<file path="config.mk">
export PLATFORM = sky130hd
export DESIGN_NAME = seq_divider
export DESIGN_NICKNAME = d
export VERILOG_FILES = /design/src/rtl/seq_divider.sv
export SDC_FILE = /design/constraint.sdc
export NUM_CORES = 1
export LEC_CHECK = 0
export CAP_MARGIN = 10
export CORE_MARGIN = 2
export CORE_UTILIZATION = 55
export CTS_CLUSTER_DIAMETER = 30
export CTS_CLUSTER_SIZE = 20
export DETAILED_ROUTE_END_ITERATION = 10
export PLACE_DENSITY = 0.83
export RECOVER_POWER = 100
export REMOVE_ABC_BUFFERS = 1
export SKIP_CTS_REPAIR_TIMING = 1
export SYNTH_ARGS = -nofsm -noshare
export SYNTH_HDL_FRONTEND = slang
export SYNTH_SLANG_ARGS = --single-unit
export TNS_END_PERCENT = 50
</file>
<file path="constraint.sdc">
create_clock -name clk -period 3.85 [get_ports clk]
set_input_delay 0.77 -clock clk [delete_from_list [all_inputs] [get_ports clk]]
set_output_delay 0.77 -clock clk [all_outputs]
set_load 0.05 [all_outputs]
</file>
<file path="src/rtl/seq_divider.sv">
// seq_divider: iterative restoring divider, one quotient bit per clock.
// 2*WIDTH-bit dividend / WIDTH-bit divisor -> 2*WIDTH-bit quotient, WIDTH-bit remainder.
// Optional feature macro: DIV_ZERO_DETECT_EN. When it is defined, a zero divisor
// skips the iteration phase and raises o_div_zero. When it is undefined, a zero
// divisor runs all iterations and o_div_zero stays low.
module seq_divider #(
  parameter int WIDTH = 4
) (
  input  logic               clk,
  input  logic               rst_n,
  input  logic               i_start,
  input  logic [2*WIDTH-1:0] i_dividend,
  input  logic [WIDTH-1:0]   i_divisor,
  output logic               o_busy,
  output logic               o_done,
  output logic [2*WIDTH-1:0] o_quotient,
  output logic [WIDTH-1:0]   o_remainder,
  output logic               o_div_zero
);

  localparam int DW = 2 * WIDTH;
  localparam int CW = $clog2(DW) + 1;
  localparam logic [CW-1:0] LAST_ITER = CW'(DW - 1);

  typedef enum logic [1:0] {
    S_IDLE = 2'b00,
    S_RUN  = 2'b01,
    S_DONE = 2'b10
  } state_t;

  state_t           r_state;
  state_t           w_state_nxt;

  // Working registers: the dividend register doubles as the quotient shifter.
  logic [WIDTH:0]   r_prem;
  logic [DW-1:0]    r_dvd;
  logic [WIDTH-1:0] r_dsr;
  logic [CW-1:0]    r_cnt;

  // Registered outputs.
  logic             r_busy;
  logic             r_done;
  logic [DW-1:0]    r_quotient;
  logic [WIDTH-1:0] r_remainder;
  logic             r_div_zero;

  // One restoring step.
  logic [WIDTH:0]   w_shift;
  logic             w_ge;
  logic [WIDTH:0]   w_prem_nxt;
  logic [DW-1:0]    w_dvd_nxt;
  logic             w_accept;
  logic             w_last;
  logic             w_zero_skip;

`ifdef DIV_ZERO_DETECT_EN
  assign w_zero_skip = (i_divisor == {WIDTH{1'b0}});
`else
  assign w_zero_skip = 1'b0;
`endif

  assign w_accept = (r_state == S_IDLE) && i_start;
  assign w_last   = (r_state == S_RUN) && (r_cnt == LAST_ITER);

  // A zero divisor makes every trial subtract succeed. The quotient then fills
  // with ones, and the remainder ends up holding the low dividend bits.
  // Shift the partial remainder left, then trial-subtract the divisor.
  always_comb begin
    w_shift    = {r_prem[WIDTH-1:0], r_dvd[DW-1]};
    w_ge       = (w_shift >= {1'b0, r_dsr});
    w_prem_nxt = w_shift;
    if (w_ge) begin
      w_prem_nxt = w_shift - {1'b0, r_dsr};
    end else begin
      w_prem_nxt = w_shift;
    end
    w_dvd_nxt  = {r_dvd[DW-2:0], w_ge};
  end

  // FSM state register.
  always_ff @(posedge clk or negedge rst_n) begin
    if (!rst_n) begin
      r_state <= S_IDLE;
    end else begin
      r_state <= w_state_nxt;
    end
  end

  // FSM next-state logic.
  always_comb begin
    w_state_nxt = r_state;
    case (r_state)
      S_IDLE: begin
        if (i_start) begin
          if (w_zero_skip) begin
            w_state_nxt = S_DONE;
          end else begin
            w_state_nxt = S_RUN;
          end
        end else begin
          w_state_nxt = S_IDLE;
        end
      end
      S_RUN: begin
        if (r_cnt == LAST_ITER) begin
          w_state_nxt = S_DONE;
        end else begin
          w_state_nxt = S_RUN;
        end
      end
      S_DONE:  w_state_nxt = S_IDLE;
      default: w_state_nxt = S_IDLE;
    endcase
  end

  // Operand capture on accepted start, then one iteration per RUN cycle.
  always_ff @(posedge clk or negedge rst_n) begin
    if (!rst_n) begin
      r_prem <= {(WIDTH+1){1'b0}};
      r_dvd  <= {DW{1'b0}};
      r_dsr  <= {WIDTH{1'b0}};
      r_cnt  <= {CW{1'b0}};
    end else begin
      case (r_state)
        S_IDLE: begin
          if (i_start) begin
            r_prem <= {(WIDTH+1){1'b0}};
            r_dvd  <= i_dividend;
            r_dsr  <= i_divisor;
            r_cnt  <= {CW{1'b0}};
          end else begin
            r_cnt  <= r_cnt;
          end
        end
        S_RUN: begin
          r_prem <= w_prem_nxt;
          r_dvd  <= w_dvd_nxt;
          r_cnt  <= r_cnt + CW'(1'b1);
        end
        default: begin
          r_cnt <= r_cnt;
        end
      endcase
    end
  end

  // Results are loaded only on the edge that enters DONE and held through IDLE.
  // done is a single-cycle pulse.
  always_ff @(posedge clk or negedge rst_n) begin
    if (!rst_n) begin
      r_busy      <= 1'b0;
      r_done      <= 1'b0;
      r_quotient  <= {DW{1'b0}};
      r_remainder <= {WIDTH{1'b0}};
      r_div_zero  <= 1'b0;
    end else begin
      r_busy <= (w_state_nxt != S_IDLE);
      r_done <= 1'b0;
      if (w_last) begin
        r_quotient  <= w_dvd_nxt;
        r_remainder <= w_prem_nxt[WIDTH-1:0];
        r_div_zero  <= 1'b0;
        r_done      <= 1'b1;
      end else if (w_accept && w_zero_skip) begin
        r_quotient  <= {DW{1'b1}};
        r_remainder <= i_dividend[WIDTH-1:0];
        r_div_zero  <= 1'b1;
        r_done      <= 1'b1;
      end else begin
        r_quotient  <= r_quotient;
      end
    end
  end

  assign o_busy      = r_busy;
  assign o_done      = r_done;
  assign o_quotient  = r_quotient;
  assign o_remainder = r_remainder;
`ifdef DIV_ZERO_DETECT_EN
  assign o_div_zero  = r_div_zero;
`else
  assign o_div_zero  = 1'b0;
`endif

endmodule

</file>
m1.png
Scale: 6 px per um. Cells faint in the background.
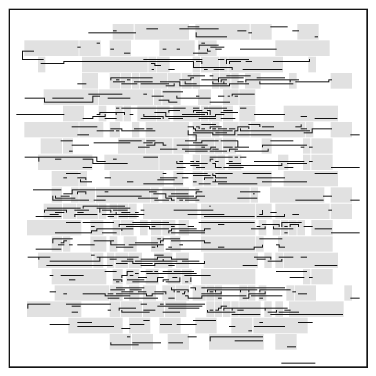
- nets with wire on the layer: 202
- share of all routed wire: 42%
- wire length on this layer: 1420 um
- longest straight run: 21.6 um
- main direction: horizontal

m2.png
Scale: 8 px per um.
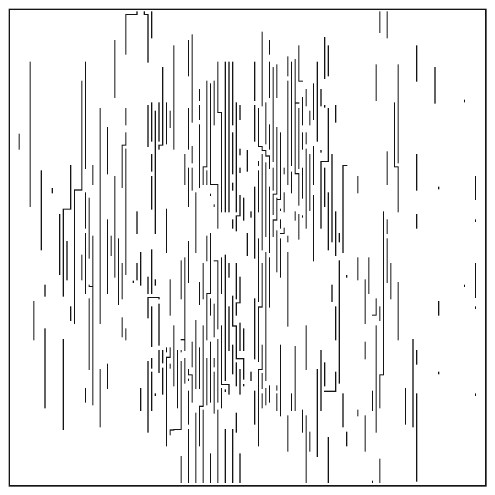
- longest straight run: 26.9 um
- main direction: vertical
- nets with wire on the layer: 180
- share of all routed wire: 50%
- wire length on this layer: 1660 um

==> results.ini <==
[clock_tree]
cts-root-buf = clkbuf_4

[finish]
flops = 36
nClkBuffers = 5

[place]
pre_cts_ws_ns = 1.220

[die]
chip_area_um2 = 3528
num_rows = 20

[power]
p_int_mw = 1.042
p_per_area_nw_per_um2 = 951.4
maxPowerGroup = combinational logic
power.share.switching = 0.4619
p_clk_frac = 0.137

[run_status]
failed_checks = DRC, capacitance limit, slew limit
status = finished with violations

[job]
maxCapViolations = 1

[timing]
finalMaxSlewViolations = 37

[routing]
route.detailed.drc = 1
met1_length_um = 1422

[global_route]
track_usage = 0.2272

[logic_synthesis]
edf_count = 0
ys_warn_count = 0

m3.png
Scale: 4 px per um. Cells faint in the background.
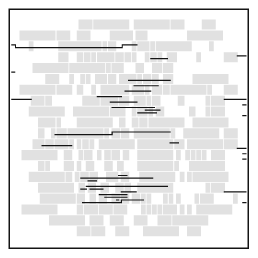
- main direction: horizontal
- longest straight run: 26.7 um
- share of all routed wire: 7.0%
- nets with wire on the layer: 28

